## src/rtl/alu_op_sequencer.sv

```systemverilog
// Registered operand driver and result capture for the 4-bit AND/ADD/CMP units.
// One op in flight: accept, wait out the settle time, present the result until it is taken.
module alu_op_sequencer #(
    parameter int SETTLE_CYCLES = 1
) (
    input  logic       clk,
    input  logic       rst,
    input  logic       in_valid,
    output logic       in_ready,
    input  logic [1:0] in_op,
    input  logic [3:0] in_a,
    input  logic [3:0] in_b,
    output logic [3:0] unit_a,
    output logic [3:0] unit_b,
    input  logic [3:0] and_y,
    input  logic [3:0] add_y,
    input  logic       add_cout,
    input  logic       cmp_gt,
    input  logic       cmp_eq,
    input  logic       cmp_lt,
    output logic       out_valid,
    input  logic       out_ready,
    output logic [3:0] out_y,
    output logic       out_carry,
    output logic       out_zero,
    output logic       out_err,
    output logic [7:0] op_count
);

    // state  | meaning
    // IDLE   | ready for a request; unit_a/unit_b keep the last operands
    // SETTLE | operands on the units, down-counting to the capture cycle
    // HOLD   | result presented, waiting for out_ready
    typedef enum logic [1:0] {
        IDLE   = 2'd0,
        SETTLE = 2'd1,
        HOLD   = 2'd2
    } state_t;

    localparam logic [1:0] OP_ADD = 2'b00;
    localparam logic [1:0] OP_AND = 2'b01;
    localparam logic [1:0] OP_CMP = 2'b10;
    localparam logic [3:0] SETTLE_LOAD = 4'(SETTLE_CYCLES - 1);

    state_t     state;
    state_t     state_next;
    logic [3:0] settle_cnt;
    logic       settle_done;
    logic [1:0] op_reg;
    logic [3:0] cap_y;
    logic       cap_carry;
    logic       cap_err;

    assign settle_done = (settle_cnt == 4'd0);

    always_ff @(posedge clk) begin
        if (rst) begin
            state <= IDLE;
        end else begin
            state <= state_next;
        end
    end

    always_comb begin
        state_next = state;
        in_ready   = 1'b0;
        out_valid  = 1'b0;
        case (state)
            IDLE: begin
                in_ready = 1'b1;
                if (in_valid) state_next = SETTLE;
            end
            SETTLE: begin
                if (settle_done) state_next = HOLD;
            end
            HOLD: begin
                out_valid = 1'b1;
                if (out_ready) state_next = IDLE;
            end
            default: state_next = IDLE;
        endcase
    end

    always_comb begin
        cap_y     = 4'd0;
        cap_carry = 1'b0;
        cap_err   = 1'b0;
        case (op_reg)
            OP_ADD: begin
                cap_y     = add_y;
                cap_carry = add_cout;
            end
            OP_AND:  cap_y = and_y;
            OP_CMP:  cap_y = {1'b0, cmp_gt, cmp_eq, cmp_lt};
            default: cap_err = 1'b1;
        endcase
    end

    // Unit results are only looked at on the capture edge.
    always_ff @(posedge clk) begin
        if (rst) begin
            unit_a     <= 4'd0;
            unit_b     <= 4'd0;
            op_reg     <= 2'd0;
            settle_cnt <= 4'd0;
            out_y      <= 4'd0;
            out_carry  <= 1'b0;
            out_zero   <= 1'b0;
            out_err    <= 1'b0;
            op_count   <= 8'd0;
        end else begin
            if (state == IDLE && in_valid) begin
                unit_a     <= in_a;
                unit_b     <= in_b;
                op_reg     <= in_op;
                settle_cnt <= SETTLE_LOAD;
            end else if (state == SETTLE && !settle_done) begin
                settle_cnt <= settle_cnt - 4'd1;
            end
            if (state == SETTLE && settle_done) begin
                out_y     <= cap_y;
                out_carry <= cap_carry;
                out_zero  <= (cap_y == 4'd0);
                out_err   <= cap_err;
            end
            if (state == HOLD && out_ready) begin
                op_count <= op_count + 8'd1;
            end
        end
    end

endmodule

```

## config.mk

```make
export PLATFORM = sky130hd
export DESIGN_NAME = alu_op_sequencer
export DESIGN_NICKNAME = d
export VERILOG_FILES = /design/src/rtl/alu_op_sequencer.sv
export SDC_FILE = /design/constraint.sdc
export NUM_CORES = 1
export LEC_CHECK = 0
export CAP_MARGIN = 20
export CORE_ASPECT_RATIO = 1.25
export CORE_MARGIN = 2
export CORE_UTILIZATION = 38
export CTS_CLUSTER_DIAMETER = 80
export DETAILED_ROUTE_END_ITERATION = 8
export GPL_TIMING_DRIVEN = 0
export PLACE_DENSITY = 0.79
export REMOVE_ABC_BUFFERS = 1
export SLEW_MARGIN = 20
export SYNTH_ARGS = -nofsm -noshare
export SYNTH_HDL_FRONTEND = slang
export SYNTH_SLANG_ARGS = --single-unit
export TNS_END_PERCENT = 20
```

## constraint.sdc

```tcl
create_clock -name clk -period 1.4 [get_ports clk]
set_input_delay 0.28 -clock clk [delete_from_list [all_inputs] [get_ports clk]]
set_output_delay 0.28 -clock clk [all_outputs]
set_load 0.05 [all_outputs]
```

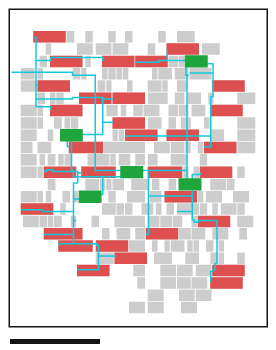
(run_1/clock_map.png)
Bar = 20 um.
Key: flip-flops = red [count 31]; cells driving clock nets = green [count 5]; clock wires = cyan [length 395 um]
Position of the flops: widely spread.
Skew-Pair Late Insertion Delay: 0.28 ns
Clock net power: 0.000760 W
skew final: 0.00337 ns
Clk pwr share: 36.8%

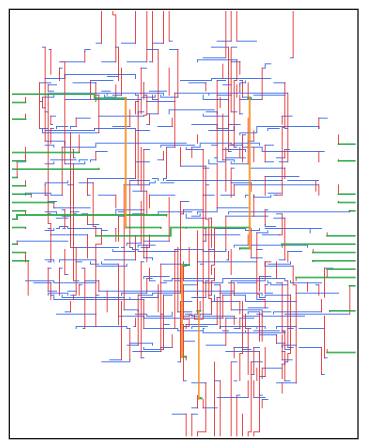
(run_1/metal_stack.png)
Key: met3 = green [wire length 199 um]; met1 = blue [wire length 1230 um]; met4 = orange [wire length 74.8 um]; met2 = red [wire length 1270 um]

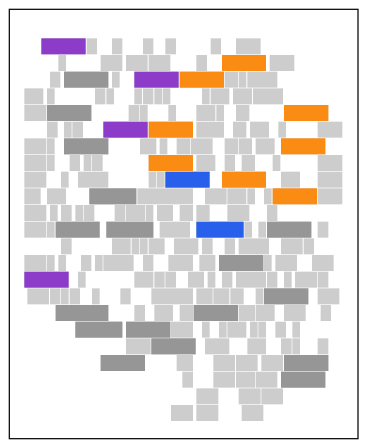
(run_1/registers.png)
Other sequential cells in the stronger grey, the rest of the logic in the fainter grey.
Key: state = blue [flops 2]; unit_a = purple [flops 4]; op_count = orange [flops 8]
Another 17 sequential cells are not coloured.
Reg area: 629 um2
seq pwr: 0.000949 W
Layout Utilization: 59.8%
flop share of the area: 32.4%

==> results_slide.txt, run 1 <==
Flow Results at a Glance

Place
  – Post-DP HPWL: slightly below 2000 um
  – I/O Buffers: 50

Global routing
  – Global-route wire length before repair: 4860 um
  – GRT Max-Usage Layer: met2
  – Remaining global-route overflow: 0
  – GR Util met1: 17.3%
  – Met3 usage: a little under 6%

Routing
  – Highest metal used: met4
  – Via count: 1219

Critical path
  – Reg-to-reg endpoint: out_zero
  – Critical-path cell list: inv_2, ha_4, nor3b_4, o211ai_1, or4_1, a21oi_2
  – Worst Setup EP: out_zero
  – Startpoint class of the critical path: flop
  – Worst Setup End Kind: flop
  – WS Path Type: flop to flop
  – Crit path max-delay family: simple AND/OR/NAND/NOR gates

Finish
  – Signal buf overhead: 23.7%
  – Ant. Diodes: 0
  – Max reg flops: 8
  – Clock-cell share: roughly 5.2%
  – Signal buffers: 55
  – Non-filler cells, final: around 250

Die
  – Ports: ~51
  – Die span in y: ~70 um

Synth
  – Cell taking the most area after synthesis: dfxtp_1
  – Most frequent cell after synthesis: dfxtp_1
  – Synth cell count leaders: dfxtp_1, nand2_1, nor2_1, a21oi_1, xor2_1
  – Synth flops: 31

Timing
  – Final worst setup slack: -0.104 ns
  – RSZ-0062 raised after global routing: true
  – Final Hold Viols: 0
  – Final setup violation count: 4

Power
  – Tot Pwr: 0.00206 W
  – P_sw: 0.000561 W
  – Combinational power: 0.000355 W
  – Sequential power share: 46.0%

Clock network
  – Post-cts resize count: 84
  – CTS Sinks: 31
  – Worst-path clk slew: ~0.06 ns

Min path
  – Tightest Hold Check Type: flop to flop

Status
  – Failing checks: negative setup slack
  – Outcome: finished, violations left
==> run 2: changes to the inputs <==
--- a/config.mk
+++ b/config.mk
@@ -6,7 +6,6 @@
 export NUM_CORES = 1
 export LEC_CHECK = 0
 export CAP_MARGIN = 20
-export CORE_ASPECT_RATIO = 1.25
 export CORE_MARGIN = 2
 export CORE_UTILIZATION = 38
 export CTS_CLUSTER_DIAMETER = 80
==> constraint.sdc (replaced) <==
create_clock -name clk -period 1.4 [get_ports clk]
set_input_delay 0.14 -clock clk [delete_from_list [all_inputs] [get_ports clk]]
set_output_delay 0.14 -clock clk [all_outputs]
set_load 0.05 [all_outputs]
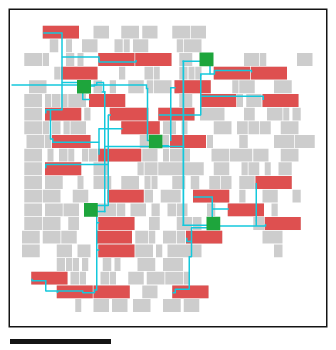
(run_2/clock_map.png)
Bar = 20 um.
Key: flip-flops = red [count 31]; cells driving clock nets = green [count 5]; clock wires = cyan [length 384 um]
There are 6 routed clock nets. Position of the flops: widely spread.

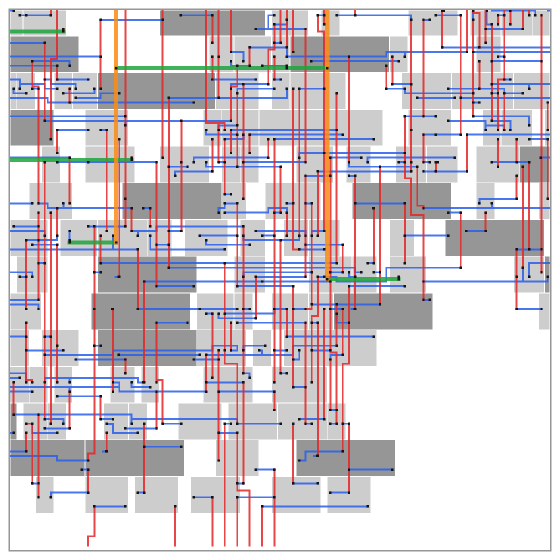
(run_2/zoom.png)
Window x 11 to 51, y 0 to 40 um. Cells in grey, sequential cells in the stronger grey; small squares are vias.
Key: met4 = orange; met1 = blue; met2 = red; met3 = green
Sequential cells in the window: 14. Most frequent: nor2_1 (13), dfxtp_1 (11), nand2_1 (7). Netlist names of flops here include out_y (3), settle_cnt (3), op_count (2). 103 logic cells have their middle in the window.

==> results_slide.txt, run 2 <==
Flow Results at a Glance

Timing
  – Final Hold Viols: 0
  – Final setup violation count: 4
  – Skew final: roughly 0.0073 ns
  – RSZ-0062 raised after global routing: true
  – Final worst setup slack: -0.0771 ns

Finish
  – Signal buffers: 53
  – Non-filler cells, final: 253
  – Clock-cell share: under 10%
  – Max reg flops: 8
  – Ant. Diodes: 0
  – Signal buf overhead: 25.2%
  – Layout Utilization: roughly 58%
  – Reg area: about 630 um2

Global routing
  – GR Util met1: 17.8%
  – Global-route wire length before repair: approximately 5200 um
  – GRT Max-Usage Layer: met2

Clock network
  – CTS Sinks: 31
  – Post-cts resize count: 61
  – Skew-Pair Late Insertion Delay: roughly 0.33 ns

Critical path
  – Worst Setup End Kind: flop
  – WS Path Type: flop to flop
  – Reg-to-reg endpoint: out_zero
  – Worst Setup EP: out_zero
  – Critical-path cell list: inv_2, ha_4, nor3b_4, o211ai_1, or4_1, a21oi_1
  – Crit path max-delay family: simple AND/OR/NAND/NOR gates
  – Startpoint class of the critical path: flop

Status
  – Failing checks: negative setup slack
  – Outcome: finished, violations left

Min path
  – Tightest Hold Check Type: input pin to flop

Routing
  – Highest metal used: met4
  – Via count: 1231

Synth
  – Synth flops: 31
  – Most frequent cell after synthesis: dfxtp_1
  – Cell taking the most area after synthesis: dfxtp_1

Power
  – Tot Pwr: 0.00183 W
  – P_sw: 0.000547 W
  – Sequential power share: 51.5%
  – Clock net power: roughly 0.00053 W
  – Combinational power: 0.000360 W

Place
  – I/O Buffers: 50
  – Post-DP HPWL: slightly above 2000 um
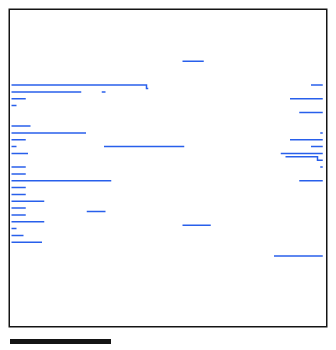
(run_2/met3.png)
Bar = 20 um.
The wires run mostly horizontal. 33 nets have wire on it. The layer holds 6.9% of the routed length. The layer carries 204 um of wire. The longest straight run is 26.7 um.

Power and IR drop assume default switching activity.
